File: config.mk
export PLATFORM = sky130hd
export DESIGN_NAME = hilo_writeback
export DESIGN_NICKNAME = d
export VERILOG_FILES = /design/src/rtl/datapath_pkg.sv /design/src/rtl/result_fifo.sv /design/src/rtl/hilo_writeback.sv
export SDC_FILE = /design/constraint.sdc
export NUM_CORES = 1
export LEC_CHECK = 0
export CAP_MARGIN = 40
export CORE_MARGIN = 2
export CORE_UTILIZATION = 25
export CTS_BUF_LIST = sky130_fd_sc_hd__clkbuf_16
export CTS_CLUSTER_SIZE = 20
export DETAILED_ROUTE_END_ITERATION = 7
export PLACE_DENSITY = 0.48
export SYNTH_ARGS = -nofsm -noshare
export SYNTH_HDL_FRONTEND = slang
export SYNTH_SLANG_ARGS = --single-unit
File: constraint.sdc
create_clock -name clk -period 7 [get_ports clk]
set_clock_uncertainty 0.1 [all_clocks]
set_input_delay 1.05 -clock clk [delete_from_list [all_inputs] [get_ports clk]]
set_output_delay 1.05 -clock clk [all_outputs]
set_load 0.05 [all_outputs]
File: src/rtl/datapath_pkg.sv
// Shared datapath types for the multiply/divide writeback path.
// Result source encodings and the buffered result entry layout.
package datapath_pkg;

   localparam int WIDTH = 32;

   localparam logic RES_SRC_MUL = 1'b0;
   localparam logic RES_SRC_DIV = 1'b1;

   typedef struct packed {
      logic [2*WIDTH-1:0] product;
      logic               src;
   } fifo_entry_t;

endpackage

File: src/rtl/result_fifo.sv
// Small synchronous FIFO with explicit occupancy count.
// Pushes when full and pops when empty are ignored.
module result_fifo #(
   parameter int DEPTH = 2,
   parameter int DW    = 65
) (
   input  logic                     clk,
   input  logic                     reset,
   input  logic                     push_i,
   input  logic [DW-1:0]            push_data_i,
   input  logic                     pop_i,
   output logic [DW-1:0]            head_o,
   output logic [$clog2(DEPTH):0]   count_o,
   output logic                     full_o,
   output logic                     empty_o
);

   localparam int AW = $clog2(DEPTH);
   localparam int CW = AW + 1;

   logic [DW-1:0] mem_q [DEPTH];
   logic [AW-1:0] wptr_q, wptr_d;
   logic [AW-1:0] rptr_q, rptr_d;
   logic [CW-1:0] count_q, count_d;
   logic          do_push;
   logic          do_pop;

   assign full_o  = (count_q == CW'(DEPTH));
   assign empty_o = (count_q == '0);
   assign do_push = push_i && !full_o;
   assign do_pop  = pop_i && !empty_o;

   // DEPTH is a power of two, so pointers wrap naturally
   always_comb begin
      wptr_d  = wptr_q;
      rptr_d  = rptr_q;
      count_d = count_q;
      if (do_push) wptr_d = wptr_q + AW'(1);
      if (do_pop)  rptr_d = rptr_q + AW'(1);
      case ({do_push, do_pop})
         2'b10:   count_d = count_q + CW'(1);
         2'b01:   count_d = count_q - CW'(1);
         default: count_d = count_q;
      endcase
   end

   always_ff @(posedge clk or negedge reset) begin
      if (!reset) begin
         wptr_q  <= '0;
         rptr_q  <= '0;
         count_q <= '0;
      end else begin
         wptr_q  <= wptr_d;
         rptr_q  <= rptr_d;
         count_q <= count_d;
      end
   end

   always_ff @(posedge clk) begin
      if (do_push) mem_q[wptr_q] <= push_data_i;
   end

   assign head_o  = mem_q[rptr_q];
   assign count_o = count_q;

endmodule

File: src/rtl/hilo_writeback.sv
// HI/LO writeback: buffers mul/div results and commits them on hilo_en.
// Also drives mfhi/mflo read data and the signed-overflow flag.
module hilo_writeback
   import datapath_pkg::*;
#(
   parameter int WIDTH = datapath_pkg::WIDTH,
   parameter int DEPTH = 2
) (
   input  logic                     clk,
   input  logic                     reset,
   input  logic                     res_valid,
   output logic                     res_ready,
   input  logic [2*WIDTH-1:0]       res_product,
   input  logic                     res_src,
   input  logic                     hilo_en,
   input  logic                     mfhi,
   input  logic                     mflo,
   output logic [WIDTH-1:0]         HI,
   output logic [WIDTH-1:0]         LO,
   output logic [WIDTH-1:0]         bus_out,
   output logic                     ovf,
   output logic [$clog2(DEPTH):0]   count,
   output logic                     pending
);

   fifo_entry_t      push_ent;
   fifo_entry_t      head_ent;
   logic             full;
   logic             empty;
   logic             commit;
   logic [WIDTH-1:0] head_hi;
   logic [WIDTH-1:0] head_lo;
   logic [WIDTH-1:0] hi_q, hi_d;
   logic [WIDTH-1:0] lo_q, lo_d;
   logic             ovf_q, ovf_d;

   assign push_ent.product = res_product;
   assign push_ent.src     = res_src;

   result_fifo #(
      .DEPTH (DEPTH),
      .DW    ($bits(fifo_entry_t))
   ) u_fifo (
      .clk         (clk),
      .reset       (reset),
      .push_i      (res_valid),
      .push_data_i (push_ent),
      .pop_i       (hilo_en),
      .head_o      (head_ent),
      .count_o     (count),
      .full_o      (full),
      .empty_o     (empty)
   );

   assign res_ready = !full;
   assign pending   = !empty;
   assign commit    = hilo_en && !empty;
   assign head_hi   = head_ent.product[2*WIDTH-1:WIDTH];
   assign head_lo   = head_ent.product[WIDTH-1:0];

   // Overflow: upper half is not a pure sign extension of the lower half
   always_comb begin
      hi_d  = hi_q;
      lo_d  = lo_q;
      ovf_d = ovf_q;
      if (commit) begin
         hi_d  = head_hi;
         lo_d  = head_lo;
         ovf_d = (head_ent.src == RES_SRC_MUL) &&
                 (head_hi != {WIDTH{head_lo[WIDTH-1]}});
      end
   end

   always_ff @(posedge clk or negedge reset) begin
      if (!reset) begin
         hi_q  <= '0;
         lo_q  <= '0;
         ovf_q <= 1'b0;
      end else begin
         hi_q  <= hi_d;
         lo_q  <= lo_d;
         ovf_q <= ovf_d;
      end
   end

   always_comb begin
      if (mfhi)      bus_out = hi_q;
      else if (mflo) bus_out = lo_q;
      else           bus_out = '0;
   end

   assign HI  = hi_q;
   assign LO  = lo_q;
   assign ovf = ovf_q;

endmodule

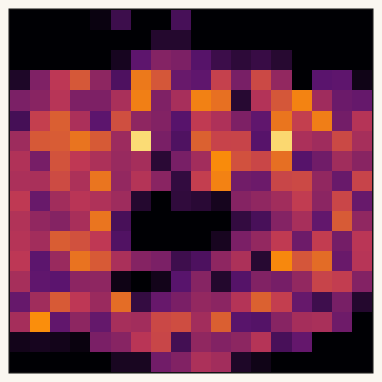
run_1/density.png
(2 px per um) 18 x 18 tiles, from black (low) to pale yellow (high), 0 to 100% covered.
- nearly empty tiles: 20%
- fullest tile: 92%
- tiles over 75% full: 0.90%
- mean over tiles: 31%
- densest ninth of the die: middle left

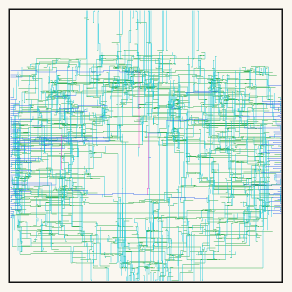
run_1/metal_stack.png
(1.5 px per um)
- met1: green (wire length 9850 um)
- met2: cyan (wire length 10100 um)
- met4: magenta (wire length 115 um)
- met3: blue (wire length 1330 um)
WL/cell: 19.1 um
GRT Total Usage: 13.3%
Post-Route WL: 21400 um
vias: 4994

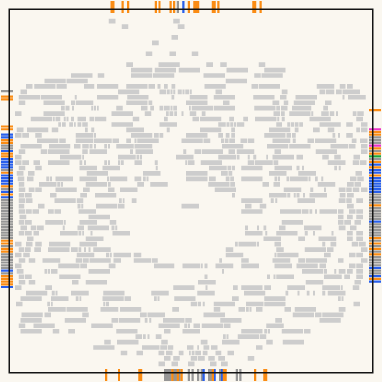
run_1/pins.png
(2 px per um) Pins as bars across the die edge, other pins in gray.
- hilo_en: green (pins 1; direction input; edge right)
- res_product: orange (pins 64; direction input; edge 19 left, 18 top, 14 right, 13 bottom)
- HI: blue (pins 32; direction output; edge 15 left, 13 right, 3 bottom, 1 top)
- count: magenta (pins 2; direction output; edge right)
Die W: 181 um
Die Y: 181 um
I/O Buffers: 171

==> reports/qor.yml, run 1 <==
power:
  power.density_mw_per_mm2: 506
  swShare_pct: 44.1
  p_comb_share_pct: 42.9
  seqPwrFrac_pct: 38.1
drt:
  drc_errors: 0
  highest_layer: "met4"
placed_design:
  dp_slack_ns: 2.60
setup_path:
  cpLargestDelayFamily: "buffers and inverters"
  reg2reg_depth: 6
  crit_fanout: 34
  crit_type: "in2out"
  cp_data_arrival_time_ns: 3.24
synthesis:
  synth_top_area_share_pct: 49.8
  top_area_cell: "edfxtp_1"
  ys_seq_share_pct: 71.9
  yosys-top-cells-count: "edfxtp_1 (130), nand2_1 (76), dfrtp_1 (69), o21ai_1 (59), mux2i_1 (56)"
  logic_family: "AND-OR/OR-AND gates"
  ys_cells: 544
clocking:
  cts_hold_buf: 0
layout:
  comb_share_pct: 19.3
  fin_cells: 1122
  fin_nets: 785
  utilization_pct: 34.4
  layout_top_cells: "clkdlybuf4s50_1 (170), edfxtp_1 (130), nand2_1 (76)"
hold_path:
  hold_path_class: "reg2reg"
  hold_depth: 2
flow_run:
  warning_count: 26
global_routing:
  grt_max_degree: 66
sta:
  fin_ws_ns: 2.61
outcome:
  status: "complete, no violations"
run_1/cell_classes.png
(1.5 px per um)
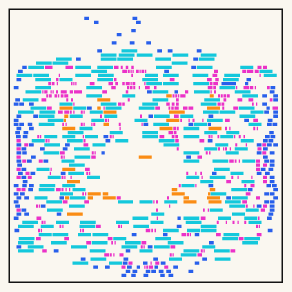

--- run 2 (diff from run 1) ---
- clock period: 7 -> 4.1 ns (I/O delays scaled with it)
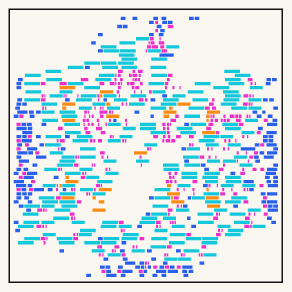
run_2/cell_classes.png
(1.5 px per um)
- other buffers and delay cells: blue (cells 181)
- clock drivers and dummy loads: orange (cells 32)
- all other logic: magenta (cells 316)
- flip-flops: cyan (cells 199)
Design Area, Final: 0.0109 mm^2
Cell Rows: 64
utilization after layout: 35.3%
Seq area share: 51.8%
Core Area: 0.0307 mm^2

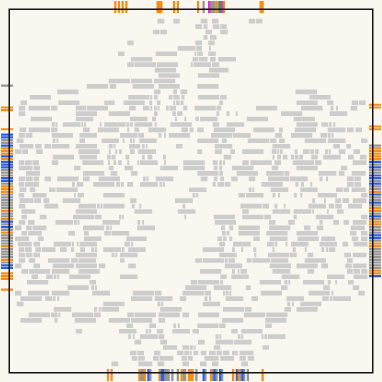
run_2/pins.png
(2 px per um) Pins as bars across the die edge, other pins in gray.
- count: magenta (pins 2; direction output; edge top)
- hilo_en: green (pins 1; direction input; edge top)
- HI: blue (pins 32; direction output; edge 13 left, 11 right, 8 bottom)
- res_product: orange (pins 64; direction input; edge 19 left, 18 right, 14 top, 13 bottom)
- all pins by edge: 58 left, 53 right, 39 bottom, 22 top

==> run 2 against run 1 <==
- non-clock buffer count grew 2
- utilization grew 0.96 points
- via count grew 0.56%
- critical path depth shrank 1
- sequential cell count is the same
- critical path type unchanged
- largest cell class unchanged
==> reports/qor.yml, run 2 <==
outcome:
  status: "complete, no violations"
hold_path:
  hold_path_class: "in2async"
synthesis:
  logic_family: "AND-OR/OR-AND gates"
  synth_top_area_share_pct: 49.8
  yosys-top-cells-count: "edfxtp_1 (130), nand2_1 (76), dfrtp_1 (69), o21ai_1 (59), mux2i_1 (56)"
  ys_seq_share_pct: 71.9
  ys_cells: 544
clocking:
  cts_hold_buf: 0
layout:
  fin_nets: 787
  fin_cells: 1124
  layout_top_cells: "clkdlybuf4s50_1 (138), edfxtp_1 (130), nand2_1 (76)"
  comb_share_pct: 18.8
global_routing:
  grt_max_degree: 62
  grt_usage_pct: 13.0
setup_path:
  cp_data_arrival_time_ns: 1.98
  crit_type: "in2out"
  crit_fanout: 31
  cpLargestDelayFamily: "buffers and inverters"
  reg2reg_depth: 6
sta:
  fin_ws_ns: 1.40
drt:
  vias: 5022
  wl_per_cell_um: 18.6
placed_design:
  portBuffers: 171
  dp_slack_ns: 1.37
power:
  swShare_pct: 43.2
  p_comb_share_pct: 45.2
  seqPwrFrac_pct: 37.4
flow_run:
  warning_count: 26
floorplan:
  die_w_um: 181
run_2/final_clocks.png
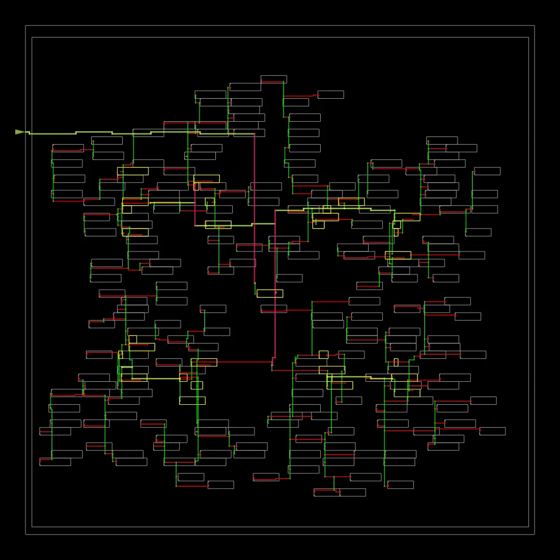

--- run 3 (diff from run 2) ---
- clock period: 4.1 -> 2.8 ns (I/O delays scaled with it)
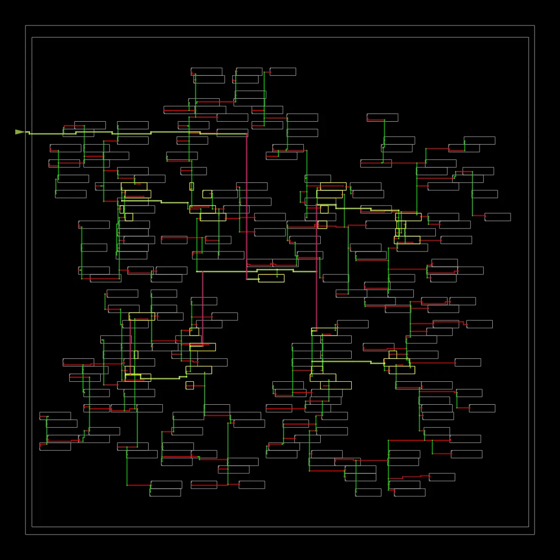
run_3/final_clocks.png
Num CTS Buffers: 17
Clock Latency Late Sink: 0.43 ns

==> run 3 against run 2 <==
- hold slack better by 0.40 ns
- critical path depth is 3 lower
- final area is 0.70% higher
- critical path type is now reg2out
- combinational power is 51% higher
- sequential power is 44% higher
- final cell count is 0.62% higher
- clock power is 46% higher
- largest cell class unchanged
- first-iteration DRC count is 4.0% higher
==> reports/qor.yml, run 3 <==
layout:
  comb_share_pct: 18.7
  fin_nets: 794
  fin_cells: 1131
  layout_top_cells: "clkdlybuf4s50_1 (138), edfxtp_1 (130), nand2_1 (76)"
  seq_area_share_pct: 51.5
  fin_area_mm2: 0.0109
  utilization_pct: 35.6
placed_design:
  portBuffers: 171
synthesis:
  logic_family: "AND-OR/OR-AND gates"
  top_area_cell: "edfxtp_1"
  ys_seq_share_pct: 71.9
  ys_cells: 544
flow_run:
  warning_count: 26
outcome:
  status: "complete, no violations"
hold_path:
  hold_path_class: "in2async"
drt:
  vias: 5044
  drt_wl_total_um: 21400
  wl_per_cell_um: 18.9
  highest_layer: "met4"
setup_path:
  reg2reg_depth: 5
  cp_data_arrival_time_ns: 1.88
  cpLargestDelayFamily: "buffers and inverters"
  crit_fanout: 5
  crit_type: "reg2out"
power:
  power.density_mw_per_mm2: 1250
  seqPwrFrac_pct: 36.7
  p_comb_share_pct: 46.2
  swShare_pct: 43.3
global_routing:
  grt_max_degree: 66
  grt_usage_pct: 13.2
floorplan:
  design.core.area_mm2: 0.0307
  die_y_um: 181
  die_w_um: 181
sta:
  fin_ws_ns: 0.396
clocking:
  cts_hold_buf: 1
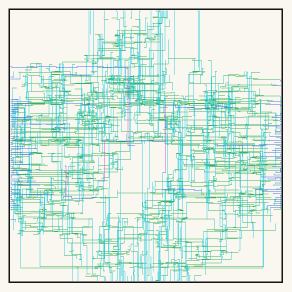
run_3/metal_stack.png
(1.5 px per um)
- met3: blue (wire length 959 um)
- met4: magenta (wire length 143 um)
- met1: green (wire length 10100 um)
- met2: cyan (wire length 10200 um)

Power and IR drop assume default switching activity.
